===== src/rtl/integer_execute_pkg.sv =====
// Shared types for the integer execute stage: issue-buffer payload, ROB completion
// record and funct3 encodings.
package integer_execute_pkg;

  localparam int ROB_ID_WIDTH = 6;
  typedef logic [ROB_ID_WIDTH-1:0] rob_id_t;

  localparam logic [2:0] F3_ADD_SUB = 3'b000;
  localparam logic [2:0] F3_SLL     = 3'b001;
  localparam logic [2:0] F3_SLT     = 3'b010;
  localparam logic [2:0] F3_SLTU    = 3'b011;
  localparam logic [2:0] F3_XOR     = 3'b100;
  localparam logic [2:0] F3_SRL_SRA = 3'b101;
  localparam logic [2:0] F3_OR      = 3'b110;
  localparam logic [2:0] F3_AND     = 3'b111;

  localparam logic [2:0] F3_BEQ  = 3'b000;
  localparam logic [2:0] F3_BNE  = 3'b001;
  localparam logic [2:0] F3_BLT  = 3'b100;
  localparam logic [2:0] F3_BGE  = 3'b101;
  localparam logic [2:0] F3_BLTU = 3'b110;
  localparam logic [2:0] F3_BGEU = 3'b111;

  // Instructions with none of the type flags set are I-type ALU ops.
  typedef struct packed {
    logic        entry_valid;
    rob_id_t     rob_id;
    logic [31:0] pc;
    logic [31:0] src1_data;
    logic [31:0] src2_data;
    logic [31:0] imm;
    logic [2:0]  funct3;
    logic        is_r_type;
    logic        is_u_type;
    logic        is_lui;
    logic        is_b_type;
    logic        is_jal;
    logic        is_jalr;
    logic        is_sub;
    logic        is_sra_srai;
    logic        br_dir_pred;
  } iiq_issue_data_t;

  localparam int IIQ_ISSUE_DATA_WIDTH = $bits(iiq_issue_data_t);

  typedef struct packed {
    logic        valid;
    rob_id_t     rob_id;
    logic [31:0] reg_data;
    logic        br_mispred;
  } rob_int_wb_t;

endpackage


===== src/rtl/integer_execute_int_alu.sv =====
// Combinational integer ALU: arithmetic/logic/shift/compare ops, lui/auipc and the
// pc+4 link value. Branches produce 0.
module int_alu
  import integer_execute_pkg::*;
(
  input  logic [2:0]  i_funct3,
  input  logic [31:0] i_src1,
  input  logic [31:0] i_src2,
  input  logic [31:0] i_imm,
  input  logic [31:0] i_pc,
  input  logic        i_is_r_type,
  input  logic        i_is_u_type,
  input  logic        i_is_lui,
  input  logic        i_is_b_type,
  input  logic        i_is_link,
  input  logic        i_is_sub,
  input  logic        i_is_sra,
  output logic [31:0] o_result
);

  logic [31:0] w_b;
  logic [4:0]  w_shamt;
  logic [31:0] w_sra;
  logic [31:0] w_alu;

  assign w_b     = i_is_r_type ? i_src2 : i_imm;
  assign w_shamt = w_b[4:0];
  assign w_sra   = $signed(i_src1) >>> w_shamt;

  always_comb begin
    w_alu = 32'd0;
    case (i_funct3)
      F3_ADD_SUB: w_alu = (i_is_sub && i_is_r_type) ? (i_src1 - w_b) : (i_src1 + w_b);
      F3_SLL:     w_alu = i_src1 << w_shamt;
      F3_SLT:     w_alu = {31'd0, $signed(i_src1) < $signed(w_b)};
      F3_SLTU:    w_alu = {31'd0, i_src1 < w_b};
      F3_XOR:     w_alu = i_src1 ^ w_b;
      F3_SRL_SRA: w_alu = i_is_sra ? w_sra : (i_src1 >> w_shamt);
      F3_OR:      w_alu = i_src1 | w_b;
      F3_AND:     w_alu = i_src1 & w_b;
      default:    w_alu = 32'd0;
    endcase
  end

  always_comb begin
    o_result = w_alu;
    if (i_is_b_type)      o_result = 32'd0;
    else if (i_is_link)   o_result = i_pc + 32'd4;
    else if (i_is_u_type) o_result = i_is_lui ? i_imm : (i_pc + i_imm);
  end

endmodule


===== src/rtl/integer_execute.sv =====
// Integer execute stage: same-cycle result broadcast, registered ROB completion,
// one-cycle fetch redirect on mispredict and a saturating mispredict counter.
module integer_execute
  import integer_execute_pkg::*;
#(
  parameter int MISPRED_CTR_WIDTH = 16
) (
  input  logic                         clk,
  input  logic                         rst_aL,
  input  logic                         init,
  input  iiq_issue_data_t              issue_data,
  output logic                         alu_broadcast_valid,
  output rob_id_t                      alu_broadcast_rob_id,
  output logic [31:0]                  alu_broadcast_reg_data,
  output logic                         rob_wb_valid,
  output rob_id_t                      rob_wb_rob_id,
  output logic [31:0]                  rob_wb_reg_data,
  output logic                         rob_wb_br_mispred,
  output logic                         fetch_redirect_valid,
  output logic [31:0]                  fetch_redirect_pc,
  output logic [MISPRED_CTR_WIDTH-1:0] mispred_count
);

  logic        w_live;
  logic [31:0] w_result;
  logic [31:0] w_pc_plus4;
  logic [31:0] w_jalr_sum;
  logic [31:0] w_target;
  logic [31:0] w_redirect_pc;
  logic        w_br_cond;
  logic        w_taken;
  logic        w_mispred;

  rob_int_wb_t                  r_wb;
  logic                         r_redirect_valid;
  logic [31:0]                  r_redirect_pc;
  logic [MISPRED_CTR_WIDTH-1:0] r_mispred_count;

  int_alu u_alu (
    .i_funct3    (issue_data.funct3),
    .i_src1      (issue_data.src1_data),
    .i_src2      (issue_data.src2_data),
    .i_imm       (issue_data.imm),
    .i_pc        (issue_data.pc),
    .i_is_r_type (issue_data.is_r_type),
    .i_is_u_type (issue_data.is_u_type),
    .i_is_lui    (issue_data.is_lui),
    .i_is_b_type (issue_data.is_b_type),
    .i_is_link   (issue_data.is_jal | issue_data.is_jalr),
    .i_is_sub    (issue_data.is_sub),
    .i_is_sra    (issue_data.is_sra_srai),
    .o_result    (w_result)
  );

  // The instruction behind a redirecting branch is on the wrong path.
  assign w_live = issue_data.entry_valid & ~r_redirect_valid;

  always_comb begin
    w_br_cond = 1'b0;
    case (issue_data.funct3)
      F3_BEQ:  w_br_cond = issue_data.src1_data == issue_data.src2_data;
      F3_BNE:  w_br_cond = issue_data.src1_data != issue_data.src2_data;
      F3_BLT:  w_br_cond = $signed(issue_data.src1_data) < $signed(issue_data.src2_data);
      F3_BGE:  w_br_cond = $signed(issue_data.src1_data) >= $signed(issue_data.src2_data);
      F3_BLTU: w_br_cond = issue_data.src1_data < issue_data.src2_data;
      F3_BGEU: w_br_cond = issue_data.src1_data >= issue_data.src2_data;
      default: w_br_cond = 1'b0;
    endcase
  end

  assign w_pc_plus4    = issue_data.pc + 32'd4;
  assign w_jalr_sum    = issue_data.src1_data + issue_data.imm;
  assign w_target      = issue_data.is_jalr ? {w_jalr_sum[31:1], 1'b0}
                                            : (issue_data.pc + issue_data.imm);
  assign w_taken       = issue_data.is_b_type ? w_br_cond
                                              : (issue_data.is_jal | issue_data.is_jalr);
  // jal is resolved by fetch; jalr is never predicted, so it always redirects.
  assign w_mispred     = issue_data.is_b_type ? (w_br_cond != issue_data.br_dir_pred)
                                              : issue_data.is_jalr;
  assign w_redirect_pc = w_taken ? w_target : w_pc_plus4;

  always_ff @(posedge clk or negedge rst_aL) begin
    if (!rst_aL) begin
      r_wb             <= '0;
      r_redirect_valid <= 1'b0;
      r_redirect_pc    <= 32'd0;
      r_mispred_count  <= '0;
    end else if (init) begin
      r_wb             <= '0;
      r_redirect_valid <= 1'b0;
      r_redirect_pc    <= 32'd0;
      r_mispred_count  <= '0;
    end else begin
      r_wb.valid       <= w_live;
      r_wb.rob_id      <= issue_data.rob_id;
      r_wb.reg_data    <= w_result;
      r_wb.br_mispred  <= w_mispred;
      r_redirect_valid <= w_live & w_mispred;
      r_redirect_pc    <= w_redirect_pc;
      if (w_live && w_mispred && (r_mispred_count != '1))
        r_mispred_count <= r_mispred_count + 1'b1;
    end
  end

  assign alu_broadcast_valid    = w_live;
  assign alu_broadcast_rob_id   = issue_data.rob_id;
  assign alu_broadcast_reg_data = w_result;
  assign rob_wb_valid           = r_wb.valid;
  assign rob_wb_rob_id          = r_wb.rob_id;
  assign rob_wb_reg_data        = r_wb.reg_data;
  assign rob_wb_br_mispred      = r_wb.br_mispred;
  assign fetch_redirect_valid   = r_redirect_valid;
  assign fetch_redirect_pc      = r_redirect_pc;
  assign mispred_count          = r_mispred_count;

endmodule


===== config.mk =====
export PLATFORM = sky130hd
export DESIGN_NAME = integer_execute
export DESIGN_NICKNAME = d
export VERILOG_FILES = /design/src/rtl/integer_execute_pkg.sv /design/src/rtl/integer_execute_int_alu.sv /design/src/rtl/integer_execute.sv
export SDC_FILE = /design/constraint.sdc
export NUM_CORES = 1
export LEC_CHECK = 0
export CORE_MARGIN = 2
export CORE_UTILIZATION = 37
export DETAILED_ROUTE_END_ITERATION = 8
export GPL_TIMING_DRIVEN = 1
export MAX_ROUTING_LAYER = met4
export REMOVE_ABC_BUFFERS = 1
export SYNTH_ARGS = -nofsm -noshare
export SYNTH_HDL_FRONTEND = slang
export SYNTH_SLANG_ARGS = --single-unit

===== constraint.sdc =====
create_clock -name clk -period 6 [get_ports clk]
set_input_delay 0.9 -clock clk [delete_from_list [all_inputs] [get_ports clk]]
set_output_delay 0.9 -clock clk [all_outputs]
set_load 0.005 [all_outputs]

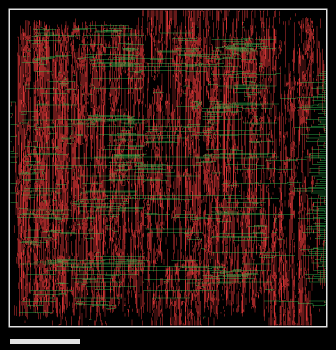
Fig. 1. Routed metal, one colour a layer.
Scale bar: 50 um. Only two layers are drawn.
[M3] green | wire length: 8490 um
[M2] red | wire length: 44.4 mm

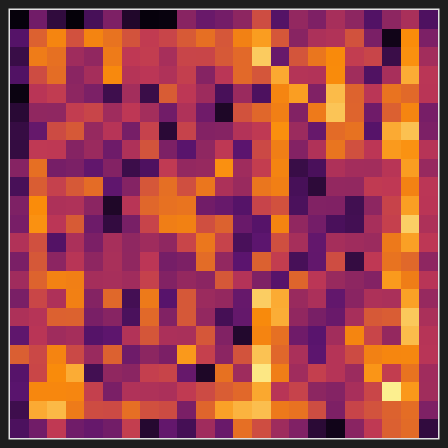
Fig. 2. Placement density heat map.
The die is cut into 23 by 23 equal tiles; black is low, pale yellow is high, 0 to 100% covered.
mean over tiles: 48%
fullest tile: 97%
tiles over 75% full: 7.4%
nearly empty tiles: 0.60%

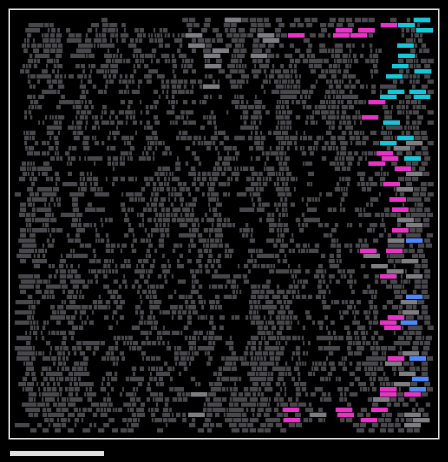
Fig. 3. Sequential cells grouped by signal name.
Scale bar: 50 um. Other sequential cells in the stronger grey, the rest of the logic in the fainter grey.
[fetch_redirect_pc] magenta | placed flops: 32 | where: a vertical strip on the right
[mispred_count] cyan | placed flops: 16 | where: upper right
[rob_wb_rob_id] blue | placed flops: 6 | where: lower right
not coloured: 35
fraction of area in registers: 0.0879
final core area utilization: 0.516
Seq. cell area: 0.00223 mm^2
sequential power: 654 uW

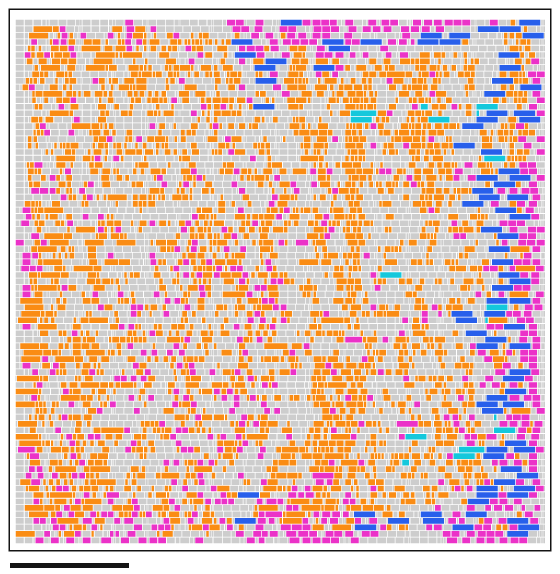
Fig. 4. Cells coloured by class.
Scale bar: 50 um. Fill, decap, tap and diode cells in grey.
[sequential cells] blue | cells: 89 | share of their area: 9.1%
[clock drivers and dummy loads] cyan | cells: 16 | share of their area: 1.3%
[remaining buffers and delay cells] magenta | cells: 685 | share of their area: 24%
[remaining logic cells] orange | cells: 2234 | share of their area: 65%

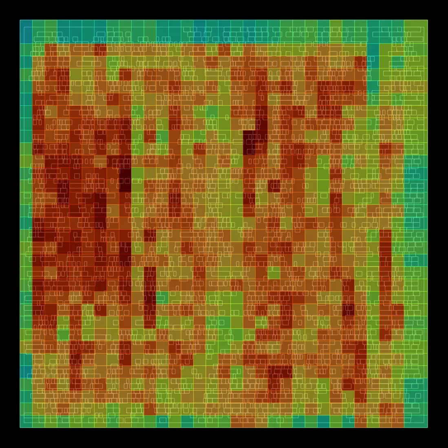
Fig. 5. Routing congestion.
GRT Max-Usage Layer: met2
GR met2 Demand/Resource: 0.598
GR Util met3: 0.0392
Tot GR Track Use: 0.387

==> impl_metrics.json <==
{
  "status": "completed",
  "syn_area_per_cell_um2": 7.44,
  "grt_max_degree": 68,
  "place_area_mm2": 0.0244,
  "top_layer_used": "met4",
  "grt_antenna_before_repair": 1,
  "max_cap_violations": 0,
  "grt_overflow_total": 0,
  "seqPwrFrac": 0.169,
  "drive_gt1_frac": 0.190,
  "dominant_cells": "combinational gates",
  "rsz0062_at_grt": "true",
  "wl_met3_um": 8490,
  "viasPerCell": 6.12,
  "top_cells_by_count": "nand2_1, a21oi_1, nor2_1, ha_1, inv_1",
  "edf_count": 0,
  "ys_top_cells_by_area": "ha_1, dfrtp_1, mux2i_1",
  "cts.sinks": 89,
  "timing.fmax_mhz": 167,
  "core_area_mm2": 0.0491,
  "drt-pass1-iter-count": 6,
  "timing.rr.end": "mispred_count[0]",
  "synthXorXnorAreaFrac": 0.0524,
  "syn_inst": 2473,
  "drtAntennaViolNets": 0,
  "ys_types": 93,
  "r2r_cells": 9,
  "die_y_um": 227,
  "fa_ha_area_frac": 0.135,
  "cts_tree": "built",
  "path_class": "in -> out",
  "holdWs_ns": 0.424,
  "pre_cts_ws_ns": -0.543,
  "die_w_um": 227
}
No activity file was given, so power comes from the tool's default toggle rates.
